$ cat src/rtl/uart_tx_fifo.sv
// uart_tx_fifo: 8N1 LSB-first UART transmitter fed by a small circular FIFO.
// Bytes enter through a valid/ready handshake and are serialized back-to-back
// at CLKS_PER_BIT clocks per bit. The serial line is driven from a flop.
module uart_tx_fifo #(
    parameter int CLKS_PER_BIT = 174,
    parameter int FIFO_DEPTH   = 4
) (
    input  logic                          clk_20,
    input  logic                          reset,
    input  logic [7:0]                    tx_data_in,
    input  logic                          tx_data_valid_in,
    output logic                          tx_ready_out,
    output logic                          tx,
    output logic                          tx_busy_out,
    output logic [$clog2(FIFO_DEPTH):0]   fifo_count_out
);

    localparam int PTR_W  = $clog2(FIFO_DEPTH);
    localparam int CNT_W  = PTR_W + 1;
    localparam int BAUD_W = $clog2(CLKS_PER_BIT);

    typedef enum logic [1:0] {IDLE, START, DATA, STOP} state_t;

    state_t              state;
    state_t              state_next;
    logic [BAUD_W-1:0]   baud_cnt;
    logic                baud_done;
    logic [2:0]          bit_idx;
    logic [7:0]          shift;
    logic [7:0]          mem [FIFO_DEPTH];
    logic [PTR_W-1:0]    wr_ptr;
    logic [PTR_W-1:0]    rd_ptr;
    logic [CNT_W-1:0]    count;
    logic                push;
    logic                pop;
    logic                tx_next;

    assign baud_done      = (baud_cnt == BAUD_W'(CLKS_PER_BIT - 1));
    assign tx_ready_out   = (count < CNT_W'(FIFO_DEPTH));
    assign push           = tx_data_valid_in && tx_ready_out;
    assign fifo_count_out = count;
    assign tx_busy_out    = (state != IDLE) || (count != '0);

    // State register.
    always_ff @(posedge clk_20) begin
        if (reset) state <= IDLE;
        else       state <= state_next;
    end

    // Next-state decode, FIFO pop request and next serial bit level.
    always_comb begin
        state_next = state;
        pop        = 1'b0;
        tx_next    = 1'b1;
        case (state)
            IDLE: begin
                tx_next = 1'b1;
                if (count != '0) begin
                    pop        = 1'b1;
                    state_next = START;
                end
            end
            START: begin
                tx_next = 1'b0;
                if (baud_done) state_next = DATA;
            end
            DATA: begin
                tx_next = shift[0];
                if (baud_done && (bit_idx == 3'd7)) state_next = STOP;
            end
            STOP: begin
                tx_next = 1'b1;
                if (baud_done) begin
                    if (count != '0) begin
                        pop        = 1'b1;
                        state_next = START;
                    end else begin
                        state_next = IDLE;
                    end
                end
            end
            default: state_next = IDLE;
        endcase
    end

    // Baud and bit-index counters; a pop restarts the baud timer for the start bit.
    always_ff @(posedge clk_20) begin
        if (reset) begin
            baud_cnt <= '0;
            bit_idx  <= 3'd0;
        end else begin
            if (pop)                   baud_cnt <= '0;
            else if (state != IDLE)    baud_cnt <= baud_done ? '0 : baud_cnt + 1'b1;
            if (state == START && baud_done)     bit_idx <= 3'd0;
            else if (state == DATA && baud_done) bit_idx <= bit_idx + 3'd1;
        end
    end

    // Shift register: loaded on pop, shifted right at the end of each data bit.
    always_ff @(posedge clk_20) begin
        if (pop)                             shift <= mem[rd_ptr];
        else if (state == DATA && baud_done) shift <= shift >> 1;
    end

    // FIFO storage write port.
    always_ff @(posedge clk_20) begin
        if (push) mem[wr_ptr] <= tx_data_in;
    end

    // FIFO pointers and occupancy count; pointers wrap naturally at the power-of-two depth.
    always_ff @(posedge clk_20) begin
        if (reset) begin
            wr_ptr <= '0;
            rd_ptr <= '0;
            count  <= '0;
        end else begin
            if (push) wr_ptr <= wr_ptr + 1'b1;
            if (pop)  rd_ptr <= rd_ptr + 1'b1;
            case ({push, pop})
                2'b10:   count <= count + 1'b1;
                2'b01:   count <= count - 1'b1;
                default: count <= count;
            endcase
        end
    end

    // Registered serial output so the line never glitches.
    always_ff @(posedge clk_20) begin
        if (reset) tx <= 1'b1;
        else       tx <= tx_next;
    end

endmodule
$ cat config.mk
export PLATFORM = sky130hd
export DESIGN_NAME = uart_tx_fifo
export DESIGN_NICKNAME = d
export VERILOG_FILES = /design/src/rtl/uart_tx_fifo.sv
export SDC_FILE = /design/constraint.sdc
export NUM_CORES = 1
export LEC_CHECK = 0
export CORE_UTILIZATION = 54
export CTS_BUF_LIST = sky130_fd_sc_hd__clkbuf_4 sky130_fd_sc_hd__clkbuf_8
export DETAILED_ROUTE_END_ITERATION = 7
export PLACE_DENSITY = 0.75
export SYNTH_ARGS = -nofsm -noshare
export SYNTH_HDL_FRONTEND = slang
export SYNTH_SLANG_ARGS = --single-unit
$ cat constraint.sdc
create_clock -name clk_20 -period 3.62 [get_ports clk_20]
set_clock_uncertainty 0.2 [all_clocks]
set_input_delay 0.362 -clock clk_20 [delete_from_list [all_inputs] [get_ports clk_20]]
set_output_delay 0.362 -clock clk_20 [all_outputs]
set_load 0.02 [all_outputs]
==> impl_metrics.ini <==
; generated from flow reports
[run_status]
status = complete, no violations

[finish]
logic_gate_count = 119
buffer_area_share_pct = 5.18
seq_cells = 63
logic_area_sq_um = 1040
seq_share_pct = 51.4
stdcell_count = 295
diodes = 0
final_nets = 250
layout.non_clock_inverters = 13
clock_area_share_pct = 7.27
n_fill_cell = 337
clkbuf_count = 9
largest-register = mem
largest_register_ffs = 32
comb_share_pct = 32.1
syn2layout_area_growth_pct = 16.1
signal_buffers = 17
drive_gt1_share_pct = 17.5

[timing]
setup_ws_ps = 714
period_used_pct = 80.3
slew_headroom_pct = 61.0
worst_pin_slew_ps = 583
finalSetupViolCount = 0
final-hold-violation-count = 0
whs_ps = 288
period_needed_ps = 2910
setup_tns_ps = 0
rsz0062_at_grt = false

[min_path]
hold_path.class = flop to flop
hold_path_depth = 2
holdPathEnd = bit_idx[1]
hold_start = bit_idx[1]

[die]
die_y_microns = 73.8
fp-row-count = 25
fp.dieArea_sq_um = 5450
nWellTaps = 67
initCoreUtil_pct = 57.5

[synthesis]
yosys.area_share.aoi_pct = 5.97
ys_area_sq_um = 2790
topCellsByArea = edfxtp_1 43%, dfxtp_1 17%, ha_1 6.7%
ys.flops = 63
ys_cells = 202
synthesis.area_sq_um = 2790
fp_nets = 229
post_synth_xor_area_fraction_pct = 3.14
top_logic_kind = simple AND/OR/NAND/NOR gates
synth-edff-count = 40
yosys.area.top_type = edfxtp_1
adder_share_pct = 7.45
synth.top_cell.area_share_pct = 43.1
synth.avg_cell_area_sq_um = 13.8
top_cell = edfxtp_1
common_cells = 40 x edfxtp_1, 23 x dfxtp_1, 20 x nor2_1
synth.distinct_cells = 45
synth_warnings = 0
ys_seq_share_pct = 59.6

[flow_run]
warning_count = 35
cap_violations = 0

[global_routing]
grt_pass1_wl_mm = 7.91
track_usage_pct = 20.7
grt_overflow = 0
grt_pass1_vias = 1653

[clock_network]
post_cts_buffers = 0
clkSlewWorstSetupHoldPaths_ps = 70
clk_latency_ps = 330
clock_sinks = 63
cts_resized = 0
cts-root-buf = clkbuf_8
cts_made_buffers = 9
cts.path.max_buffers = 2
cts_tree = done

[pwr]
p_comb_share_pct = 29.6
peakVddDrop_mv = 0.516
p_clk_share_pct = 28.9
power.switching_mw = 0.741
p_total_mw = 2.48
p_leak_nw = 1.14
power_per_cell_area_nw_per_um2 = 768

[worst_setup_path]
cp.arrival_ps = 2960
critPathMaxFanout = 12
cp_data_required_time_ps = 3680
crit_path_end_kind = flop
reg2reg_depth = 11
crit_type = flop to flop
cp-start-kind = flop
r2r_slack_ps = 710
rr_startpoint = state[0]
r2r-end = fifo_count_out[2]

[routing]
wl_per_cell_microns = 16.0
drtAntennaViolNets = 0
initialDrtViolationCount = 99
detail_route.vias_per_cell = 5.42
vias = 1600

[place]
pre_cts_ws_ps = 741
placedCellCount = 279
gp_congestion = 0.771
io_buffers = 16
critical path, stage by stage (launching register included):
cell	delay [ps]
dfxtp_1	350
inv_1	170
ha_1	430
a31oi_4	80
nor3_4	120
buf_4	220
ha_1	210
inv_1	60
fa_1	370
xor2_1	160
or3_1	310
a21oi_1	140
metrics by stage:
stage / util [%] / area, sq um
5_1_grt: 66.7 / 3240
3_3_place_gp: 61.9 / 3000
6_report: 66.7 / 3240
3_5_place_dp: 61.9 / 3000
4_1_cts: 66.7 / 3240
2_1_floorplan: - / 2790
cell usage in the layout, fill, tap and decap left out, drive strengths merged, types with 2 or more instances in the layout:
master / netlist / layout
edfxtp: 40 / 40
dfxtp: 23 / 23
nor2: 20 / 20
clkdlybuf4s50: 0 / 16
ha: 15 / 15
inv: 13 / 13
mux2: 9 / 9
clkbuf: 3 / 9
mux4: 8 / 8
nand2: 7 / 7
a21oi: 7 / 7
and2: 6 / 6
xor2: 5 / 5
xnor2: 5 / 5
o21ai: 5 / 5
nor2b: 4 / 4
nor3: 4 / 4
clkinv: 0 / 4
bufinv: 0 / 3
or3: 2 / 2
nand3: 2 / 2
nand4b: 2 / 2
a31oi: 2 / 2
power groups by stage:
stage               Combinational, mW  Sequential [mW]  Clock (mW)
floorplan                       0.551             1.02           0
global placement                0.697             1.03           0
detailed placement              0.734             1.05           0
CTS                             0.739             1.03       0.731
global route                    0.810             1.05       0.764
finish                          0.734             1.03       0.719
per-layer routing:
metal / vias up / GRT usage [%] / share of wire, %
met5: - / 0 / 0
met1: 784 / 24.3 / 43
met4: 0 / 10.7 / 2.5
met3: 12 / 6.31 / 3.2
li1: 774 / - / -
met2: 30 / 34.1 / 51
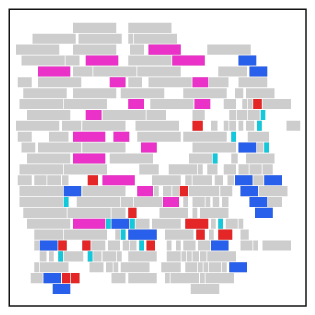
(gate families picked out)
Drawn at 4 px/micron.
[cyan] inv cells | cells: 13 | most used: inv_1
[blue] fa/ha/maj cells | cells: 16 | most used: ha_1
[red] and/or cells | cells: 13 | most used: and2_1
[magenta] mux cells | cells: 17 | most used: mux2_2

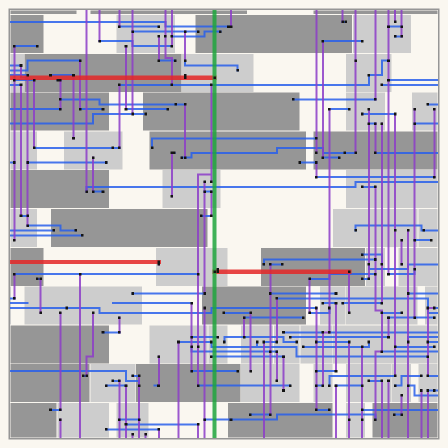
(layout detail)
Region (22, 22) to (52, 52) microns. Cells in grey, sequential cells in the stronger grey; small squares are vias.
[red] metal 3
[green] metal 4
[purple] metal 2
[blue] metal 1
most frequent: edfxtp_1 (10), mux2_2 (6), dfxtp_1 (5)
netlist names of flops here include: `shift` (7), `mem` (3), `rd_ptr` (2)
cells with their middle in the window: 47
sequential cells in the window: 15

Power is estimated from default activity; no workload was simulated.
